===== src/rtl/mips_pkg.sv =====
// Shared MIPS decode constants: opcodes, ALUOp encodings and control-bundle bit positions.
package mips_pkg;

  localparam logic [5:0] OP_RTYPE = 6'b000000;
  localparam logic [5:0] OP_LW    = 6'b100011;
  localparam logic [5:0] OP_SW    = 6'b101011;
  localparam logic [5:0] OP_ANDI  = 6'b001100;
  localparam logic [5:0] OP_J     = 6'b000010;

  localparam logic [1:0] ALUOP_ADD   = 2'b00;
  localparam logic [1:0] ALUOP_SUB   = 2'b01;
  localparam logic [1:0] ALUOP_FUNCT = 2'b10;
  localparam logic [1:0] ALUOP_AND   = 2'b11;

  // id_ctrl = {RegDst, jump, MemRead, MemWrite, ALUSrc, ALUOp[1:0], MemtoReg, RegWrite}
  localparam int IDC_W        = 9;
  localparam int IDC_REGDST   = 8;
  localparam int IDC_JUMP     = 7;
  localparam int IDC_MEMREAD  = 6;
  localparam int IDC_MEMWRITE = 5;
  localparam int IDC_ALUSRC   = 4;
  localparam int IDC_ALUOP_LO = 2;
  localparam int IDC_MEMTOREG = 1;
  localparam int IDC_REGWRITE = 0;

  // ex_ctrl is the low seven bits of id_ctrl, same positions
  localparam int EXC_W        = 7;
  localparam int EXC_MEMREAD  = 6;
  localparam int EXC_MEMWRITE = 5;
  localparam int EXC_REGWRITE = 0;

  typedef struct packed {
    logic       mem_read;
    logic       mem_write;
    logic       alu_src;
    logic [1:0] alu_op;
    logic       mem_to_reg;
    logic       reg_write;
  } ex_ctrl_t;

  function automatic logic op_uses_rt(input logic [5:0] op);
    return (op == OP_RTYPE) || (op == OP_SW);
  endfunction

endpackage


===== src/rtl/hazard_detect.sv =====
// Load-use hazard detect, purely combinational; rt dependence is decoded from
// the raw opcode so there is no path through the main control unit.
module hazard_detect
  import mips_pkg::*;
#(
  parameter int REG_AW = 5
) (
  input  logic              id_valid,
  input  logic [5:0]        id_opcode,
  input  logic [REG_AW-1:0] id_rs,
  input  logic [REG_AW-1:0] id_rt,
  input  logic              ex_valid,
  input  logic              ex_mem_read,
  input  logic [REG_AW-1:0] ex_wreg,
  output logic              load_use
);

  logic rs_match;
  logic rt_match;
  logic ex_load;

  assign ex_load  = ex_valid & ex_mem_read & (ex_wreg != '0);
  assign rs_match = (ex_wreg == id_rs);
  assign rt_match = op_uses_rt(id_opcode) & (ex_wreg == id_rt);
  assign load_use = id_valid & ex_load & (rs_match | rt_match);

endmodule


===== src/rtl/id_ex_stage.sv =====
// ID/EX pipeline register, 1-cycle latency; flush > ex_hold (freeze) > load-use bubble > capture.
// stall = load_use | ex_hold. Optional bubble counter under ID_EX_STALL_CNT_EN.
module id_ex_stage
  import mips_pkg::*;
#(
  parameter int DATA_W = 32,
  parameter int REG_AW = 5
) (
  input  logic              clk,
  input  logic              rst_n,
  input  logic              id_valid,
  input  logic [5:0]        id_opcode,
  input  logic [REG_AW-1:0] id_rs,
  input  logic [REG_AW-1:0] id_rt,
  input  logic [REG_AW-1:0] id_rd,
  input  logic [DATA_W-1:0] id_rs_data,
  input  logic [DATA_W-1:0] id_rt_data,
  input  logic [DATA_W-1:0] id_imm,
  input  logic [8:0]        id_ctrl,
  input  logic              flush,
  input  logic              ex_hold,
  output logic              stall,
  output logic              ex_valid,
  output logic [REG_AW-1:0] ex_rs,
  output logic [REG_AW-1:0] ex_wreg,
  output logic [DATA_W-1:0] ex_rs_data,
  output logic [DATA_W-1:0] ex_rt_data,
  output logic [DATA_W-1:0] ex_imm,
  output logic [6:0]        ex_ctrl,
  output logic [15:0]       stall_count
);

  logic              ex_valid_q,   ex_valid_d;
  ex_ctrl_t          ex_ctrl_q,    ex_ctrl_d;
  logic [REG_AW-1:0] ex_rs_q,      ex_rs_d;
  logic [REG_AW-1:0] ex_wreg_q,    ex_wreg_d;
  logic [DATA_W-1:0] ex_rs_data_q, ex_rs_data_d;
  logic [DATA_W-1:0] ex_rt_data_q, ex_rt_data_d;
  logic [DATA_W-1:0] ex_imm_q,     ex_imm_d;
  logic              load_use;
  logic              bubble_cnt_en;
  logic              unused_jump;

  // the jump bit is consumed by IF redirect logic, never by EX
  assign unused_jump = id_ctrl[IDC_JUMP];

  hazard_detect #(.REG_AW(REG_AW)) u_hazard (
    .id_valid    (id_valid),
    .id_opcode   (id_opcode),
    .id_rs       (id_rs),
    .id_rt       (id_rt),
    .ex_valid    (ex_valid_q),
    .ex_mem_read (ex_ctrl_q.mem_read),
    .ex_wreg     (ex_wreg_q),
    .load_use    (load_use)
  );

  assign stall         = load_use | ex_hold;
  assign bubble_cnt_en = load_use & ~flush & ~ex_hold;

  always_comb begin
    ex_valid_d   = ex_valid_q;
    ex_ctrl_d    = ex_ctrl_q;
    ex_rs_d      = ex_rs_q;
    ex_wreg_d    = ex_wreg_q;
    ex_rs_data_d = ex_rs_data_q;
    ex_rt_data_d = ex_rt_data_q;
    ex_imm_d     = ex_imm_q;
    if (flush || (!ex_hold && (load_use || !id_valid))) begin
      ex_valid_d = 1'b0;
      ex_ctrl_d  = '0;
    end else if (!ex_hold) begin
      ex_valid_d   = 1'b1;
      ex_ctrl_d    = ex_ctrl_t'(id_ctrl[IDC_MEMREAD:IDC_REGWRITE]);
      ex_rs_d      = id_rs;
      ex_wreg_d    = id_ctrl[IDC_REGDST] ? id_rd : id_rt;
      ex_rs_data_d = id_rs_data;
      ex_rt_data_d = id_rt_data;
      ex_imm_d     = id_imm;
    end
  end

  always_ff @(posedge clk or negedge rst_n) begin
    if (!rst_n) begin
      ex_valid_q   <= 1'b0;
      ex_ctrl_q    <= '0;
      ex_rs_q      <= '0;
      ex_wreg_q    <= '0;
      ex_rs_data_q <= '0;
      ex_rt_data_q <= '0;
      ex_imm_q     <= '0;
    end else begin
      ex_valid_q   <= ex_valid_d;
      ex_ctrl_q    <= ex_ctrl_d;
      ex_rs_q      <= ex_rs_d;
      ex_wreg_q    <= ex_wreg_d;
      ex_rs_data_q <= ex_rs_data_d;
      ex_rt_data_q <= ex_rt_data_d;
      ex_imm_q     <= ex_imm_d;
    end
  end

`ifdef ID_EX_STALL_CNT_EN
  logic [15:0] stall_cnt_q, stall_cnt_d;

  always_comb begin
    stall_cnt_d = stall_cnt_q;
    if (bubble_cnt_en && (stall_cnt_q != 16'hFFFF)) begin
      stall_cnt_d = stall_cnt_q + 16'd1;
    end
  end

  always_ff @(posedge clk or negedge rst_n) begin
    if (!rst_n) begin
      stall_cnt_q <= '0;
    end else begin
      stall_cnt_q <= stall_cnt_d;
    end
  end

  assign stall_count = stall_cnt_q;
`else
  logic unused_cnt_en;
  assign unused_cnt_en = bubble_cnt_en;
  assign stall_count   = 16'h0000;
`endif

  assign ex_valid   = ex_valid_q;
  assign ex_ctrl    = ex_ctrl_q;
  assign ex_rs      = ex_rs_q;
  assign ex_wreg    = ex_wreg_q;
  assign ex_rs_data = ex_rs_data_q;
  assign ex_rt_data = ex_rt_data_q;
  assign ex_imm     = ex_imm_q;

endmodule


===== config.mk =====
export PLATFORM = sky130hd
export DESIGN_NAME = id_ex_stage
export DESIGN_NICKNAME = d
export VERILOG_FILES = /design/src/rtl/mips_pkg.sv /design/src/rtl/hazard_detect.sv /design/src/rtl/id_ex_stage.sv
export SDC_FILE = /design/constraint.sdc
export NUM_CORES = 1
export LEC_CHECK = 0
export CAP_MARGIN = 15
export CORE_MARGIN = 10
export CORE_UTILIZATION = 38
export CTS_BUF_LIST = sky130_fd_sc_hd__clkbuf_8 sky130_fd_sc_hd__clkbuf_16
export CTS_CLUSTER_SIZE = 12
export DETAILED_ROUTE_END_ITERATION = 7
export GPL_TIMING_DRIVEN = 0
export PLACE_DENSITY = 0.8
export REMOVE_ABC_BUFFERS = 1
export SLEW_MARGIN = 30
export SYNTH_ARGS = -nofsm -noshare
export SYNTH_HDL_FRONTEND = slang
export SYNTH_HIERARCHICAL = 1
export SYNTH_SLANG_ARGS = --single-unit
export TNS_END_PERCENT = 1

===== constraint.sdc =====
create_clock -name clk -period 2.8 [get_ports clk]
set_clock_uncertainty 0.2 [all_clocks]
set_input_delay 0.42 -clock clk [delete_from_list [all_inputs] [get_ports clk]]
set_output_delay 0.42 -clock clk [all_outputs]
set_load 0.05 [all_outputs]

Run 1, logic cells by family:
Scale: 2 px per um.
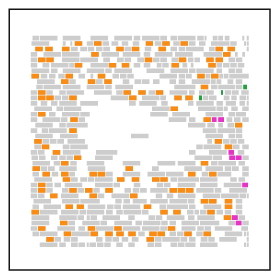
- non-inverting ao/oa cells: magenta (cells 8; most used a22o_1)
- mux cells: orange (cells 111; most used mux2_2; where spread over the die)
- nand cells: green (cells 3)
Layout Cells excl Fill: 712
logic share of the area: 20.1%
most frequent logic cell in the layout: clkdlybuf4s50_1

Run 1, wiring by layer:
Scale: 2 px per um.
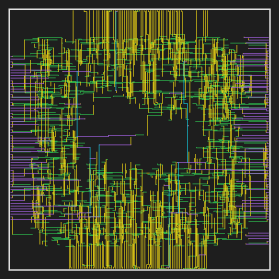
- M1: green (wire length 4950 um)
- M3: purple (wire length 1470 um)
- M4: cyan (wire length 259 um)
- M2: yellow (wire length 7710 um)
Tot GR Track Use: 17.3%
drt total wl: 14.4 mm
DR WL/cell: 20.2 um
DR vias: 3388

Run 1, met3 routing:
Scale: 4 px per um.
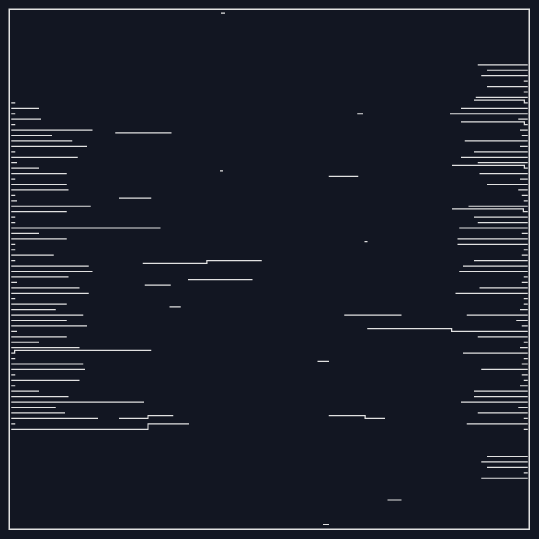
- nets with wire on the layer: 138
- share of all routed wire: 10%

==> summary.txt, run 1 <==
run results: status=complete, no violations, Pwr Total=6.89 mW, I/O Buffers=~240, dpl ws=-0.929 ns, Setup crit end kind=flip-flop, Seq area share=a little over a third, first drt pass iteration count=3, dpl cell area=~7200 sq um, Design Area, Final=8000 sq um, Clk pwr share=between 30% and 40%, buffering overhead=33.8%, Worst Path Arrival=roughly 2.8 ns, Layout area overhead=75.2%, Hold Vio Cnt, Final=0, Reg area=2860 sq um, Root Buffer=clkbuf_16, MUX share of area=a little over a quarter, Tool Warnings=26, number of top-level pins=~260, Tmin final=~2.7 ns, Buffers excl. clock=265, Yosys cell types=23, Top logic family=multiplexers, Flop Count=roughly 110, switching share of power=a little over a third, Tcrit/Tclk final=slightly below 100%, XOR Share, Synth=~1.9%, Final nets=roughly 690, ys cells=around 290, TNS Setup=0 ns, YS warnings=6, antenna-violating nets left=0, NetSw=roughly 2.4 mW, invs w/o clock=0, max-cap viol count=0, fillcell total=830, Clock Path Buffers=2, Max Transition Viols Final=0, Int Pwr=4.48 mW, number of standard cells after synthesis=~290, Flop pwr share=~31%
==> run 1: Yosys cell counts, drive strengths merged <==
cell type  count  share of area [%]
or4            2               0.33
dfrtp        114                 62
a22o           7                1.3
or2            1               0.14
nand3          1               0.11
nand2          1              0.082
buf           29                4.4
xnor2          2               0.38
nor2b          1               0.14
o2111ai        1               0.19
nor4           1               0.14
a2111oi        1               0.33
a21oi          1               0.11
conb           1              0.082
nor3           1               0.11
nor4b          1               0.52
a21o           1               0.16
xor2           8                1.5
nand4          1               0.14
mux2         111                 27
==> run 1: metal layers <==
layer  wire, um  share of wire [%]  global-route usage [%]
met5          0                  0                       0
met1       4950                 34                    16.6
met3       1470                 10                    8.40
met2       7710                 54                    31.2
met4        258                1.8                    6.48
==> run 1: placed cells by master (no fill, tap or decap), drive strengths merged, types with 2 or more instances in the layout <==
| master | count |
|---|---|
| conb | 16 |
| dfrtp | 114 |
| bufinv | 5 |
| clkinv | 5 |
| clkinvlp | 2 |
| xnor2 | 2 |
| clkbuf | 21 |
| buf | 22 |
| clkdlybuf4s50 | 238 |
| or4 | 2 |
| a22o | 7 |
| mux2 | 111 |
| xor2 | 8 |
==> run 1: worst max-delay path, cell delays in order (launching register included) <==
cell and delay, ns:
dfrtp_2 0.41, or4_4 0.52, o2111ai_2 0.19, a21oi_2 0.08, nor4b_4 0.30, buf_6 0.16
buf_4 0.12, buf_12 0.14, buf_12 0.14, mux2_1 0.33
==> run 1: power groups by stage <==
| stage | clock network [mW] | registers [mW] | logic [mW] |
|---|---|---|---|
| global placement | 0 | 2.12 | 2.35 |
| CTS | 2.43 | 2.12 | 2.43 |
| detailed placement | 0 | 2.14 | 2.38 |
| finish | 2.37 | 2.11 | 2.41 |
| floorplan | 0 | 3.18 | 0.351 |
| global route | 2.50 | 2.15 | 2.50 |
==> run 1: timing repair <==
action	4_1_cts	5_1_grt
hold endpoints to repair	40	0
resized	33	8
pin swaps	6	5
setup buffers	8	2
hold buffers	1	0
gates cloned	1	0
endpoints found under the setup margin	89	41
==> run 1: registers in the layout (all words and copies together), names as in the netlist <==
signal and cells:
ex_imm 32, ex_rs_data 32, ex_rt_data 32, ex_ctrl 7, ex_rs 5, ex_wreg 5
ex_valid 1
==> run 1: worst paths after layout <==
| path | cells after the start | slack [ns] | from | end |
|---|---|---|---|---|
| worst max-delay path | 9 | 0.10 | ex_wreg[4]$_DFFE_PN0P_ | ex_rs_data[18]$_DFFE_PN0P_ |
| worst min-delay path | 2 | 0.28 | rst_n | ex_rt_data[20]$_DFFE_PN0P_ |
| worst max register to register | 9 | 0.10 | ex_wreg[4]$_DFFE_PN0P_ | ex_rs_data[18]$_DFFE_PN0P_ |
| worst min register to register | 1 | 0.28 | ex_rt_data[22]$_DFFE_PN0P_ | ex_rt_data[22]$_DFFE_PN0P_ |
| max in group asynchronous | 3 | 1.44 | rst_n | ex_imm[5]$_DFFE_PN0P_ |
| min in group clk | 1 | 0.28 | ex_rt_data[22]$_DFFE_PN0P_ | ex_rt_data[22]$_DFFE_PN0P_ |
==> run 2, diff against run 1 <==
--- a/config.mk
+++ b/config.mk
@@ -5,14 +5,15 @@
 export SDC_FILE = /design/constraint.sdc
 export NUM_CORES = 1
 export LEC_CHECK = 0
+export ABC_AREA = 1
 export CAP_MARGIN = 15
 export CORE_MARGIN = 10
-export CORE_UTILIZATION = 38
+export CORE_UTILIZATION = 40
 export CTS_BUF_LIST = sky130_fd_sc_hd__clkbuf_8 sky130_fd_sc_hd__clkbuf_16
 export CTS_CLUSTER_SIZE = 12
 export DETAILED_ROUTE_END_ITERATION = 7
 export GPL_TIMING_DRIVEN = 0
-export PLACE_DENSITY = 0.8
+export PLACE_DENSITY = 0.82
 export REMOVE_ABC_BUFFERS = 1
 export SLEW_MARGIN = 30
 export SYNTH_ARGS = -nofsm -noshare
==> run 2 against run 1 <==
  * Sequential power fell by 3%
  * Power shrank 11%
  * Hold slack got worse by 0.014 ns
  * First-iteration DRC count grew 130%
  * Largest cell class unchanged
  * Largest power group unchanged
  * Highest routed layer unchanged
==> summary.txt, run 2 <==
run results: fp util=41.0%, Clock Path Buffers=2 (unchanged), Top Layout Cells=nand2_1, clkdlybuf4s50_1, dfrtp_1, global route overflow=0, Tmin final=2.56 ns (-0.142 ns), drt total wl=16.4 mm (+14%), Commonest flop=dfrtp_1, most frequent logic cell in the layout=nand2_1, Yosys chip area=a little under 5000 sq um, clk ins delay skew pair=around 0.4 ns, CTS Sinks=114, total CTS buffers=17, switching share of power=36.5% (+1.6 points), Combinational Power Share=34.4%, Flop pwr share=33.2% (+2.5 points), cell accounting for the most synthesized area=dfrtp_1, Final nets=964 (+40%), Post-synth top cells=nand2_1, dfrtp_1, nand3_1, buf_2, inv_1, DR WL/cell=16.2 um (-20%), Pwr Total=6.16 mW (-11%), Fmax=391 MHz, Reg2Reg Setup Slack=0.41 ns (+0.31 ns), TNS Setup=0 ns (unchanged), Worst Path Arrival=1.94 ns (-0.84 ns), Worst slew margin=between 40% and 50%, CP required=about 2.2 ns, RSZ-0062 raised after global routing=no, I/O Buffers=244 (unchanged), max-cap viol count=0 (unchanged), Max Transition Viols Final=0 (unchanged), Total Die Area=approximately 17000 sq um, Hold Vio Cnt, Final=0 (unchanged), fillcell total=937 (+13%), Tcrit/Tclk final=91.3% (-5.1 points), Tool Warnings=28 (+7.7%), Async SR Flop Fraction=100% (unchanged), Layout Cells excl Fill=1012 (+42%), number of synthesized flops with an enable pin=0 (unchanged), number of standard cells after synthesis=596 (+110%), dpl cell area=7590 sq um (+5.8%), Tot GR Track Use=18.9% (+1.7 points), Root Buffer=clkbuf_16, Design Area, Final=8140 sq um (+1.7%), Post-synth area hogs=dfrtp_1, nand2_1, nand3_1, first drt pass iteration count=6 (+3), ys cells=596 (+110%), worst-path maximum fanout=2, Static Leak=between 4 and 5 nW, Setup crit end kind=primary output, antenna-violating nets left=0 (unchanged), Clk pwr share=32.3% (-2.1 points), Setup violations, final=0, # DRC=0, NetSw=2.25 mW (-6.6%), YS warnings=6 (unchanged), post-synthesis cell type with the largest instance count=nand2_1, Layout area overhead=64.7%, FP Rows=~40, Int Pwr=3.91 mW (-13%), status=complete, no violations, number of top-level pins=262 (unchanged), critical path class=primary input to primary output, RD Place Congestion=0.798, initial antenna violation count=0, Die Wd=around 130 um, DR vias=4717 (+39%), Top cell area share=57.7% (-4.7 points), Yosys cell types=18 (-22%)
## run 2: final timing paths
kind / to / cells past startpoint / startpoint
max in group asynchronous: ex_rs[1]$_DFFE_PN0P_ / 3 / rst_n
min reg2reg: ex_rs_data[27]$_DFFE_PN0P_ / 2 / ex_rs_data[27]$_DFFE_PN0P_
max: stall / 11 / id_rt[0]
min in group asynchronous: ex_imm[20]$_DFFE_PN0P_ / 2 / rst_n
min: ex_rs_data[27]$_DFFE_PN0P_ / 2 / ex_rs_data[27]$_DFFE_PN0P_
max reg2reg: ex_rt_data[4]$_DFFE_PN0P_ / 10 / ex_wreg[4]$_DFFE_PN0P_
## run 2: per-stage QoR
stage | utilization [%] | setup slack, ns | hold WS [ns]
2_1_floorplan | - | -2.28 | -0.0756
3_5_place_dp | 62.9 | -0.295 | 0.169
6_report | 67.5 | 0.243 | 0.266
5_1_grt | 67.5 | 0.0639 | 0.282
4_1_cts | 67.5 | 0.132 | 0.270
3_3_place_gp | 60.9 | -4.92 | 0.252
## run 2: layout make-up
type	instances	area [sq um]	area share [%]
multi-input cells	425	1770	21.8
repair buffers	253	2670	32.8
clock inverters	9	67.6	0.830
inverters	22	82.6	1.01
flip-flops and latches	114	2850	35.0
clock buffers	21	480	5.90
well taps	168	210	2.58
## run 2: cell families after synthesis
kind of cell / share of synthesized area [%]
buffers and inverters: 7.92
and+or+nand+nor: 33.7
DFF: 57.7
AOI/OAI and AO/OA: 0.380
xor gates and xnor gates: 0.177
other: 0.0759
## run 2: power by group through the flow
stage / Sequential [mW] / Combinational (mW) / Clock, mW
after floorplan: 2.95 / 0.339 / 0
after global routing: 2.08 / 2.24 / 2.10
final: 2.05 / 2.12 / 1.99
after detailed placement: 2.06 / 2.13 / 0
after CTS: 2.05 / 2.14 / 2.02
after global placement: 2.06 / 2.08 / 0
## run 2: worst max-delay path: stages
cell	delay, ns
clkdlybuf4s50_1	0.42
inv_1	0.09
nor2_1	0.05
nor2_1	0.10
nand2_1	0.07
nor2_1	0.09
nand2_1	0.07
a21oi_2	0.20
inv_1	0.06
nand2_1	0.08
buf_2	0.28
## run 2: repair_timing
item	CTS	global route
hold buffers	1	0
buffers inserted	0	0
pin swaps	0	0
endpoints found under the hold margin	54	0
endpoints found under the setup margin	1	1
gates resized	3	2
## run 2: per-layer routing
metal / share of wire (%) / vias to the layer above / track usage, %
met5: 0 / - / 0
met4: 1.4 / 0 / 6.31
met3: 11 / 17 / 9.07
met2: 48 / 191 / 30.6
met1: 40 / 2199 / 21.6
li1: - / 2310 / -
Run 2, routed clock nets over the placement:
Scale: 4 px per um.
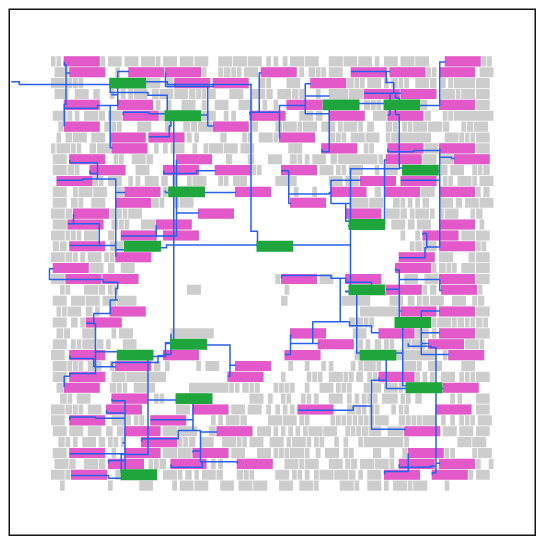
- clock wires: blue (length 1540 um)
- flip-flops: magenta (count 114)
- clock-net drivers: green (count 17)
- routed clock nets: 18
- flops lie: spread over the die

Run 2, met3 routing:
Scale: 4 px per um.
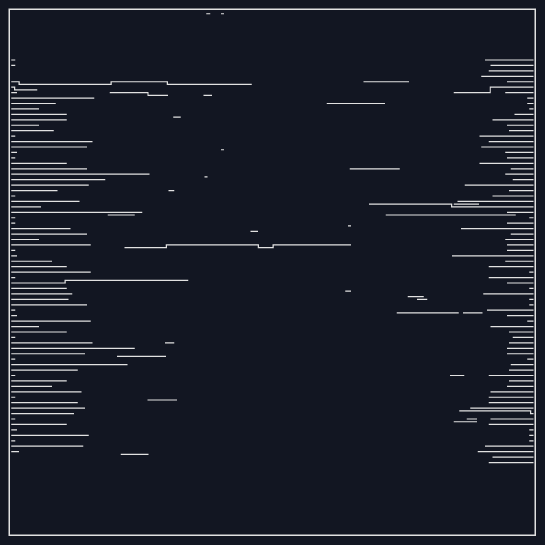
- share of all routed wire: 11%
- main direction: horizontal

No activity file was given, so power comes from the tool's default toggle rates.
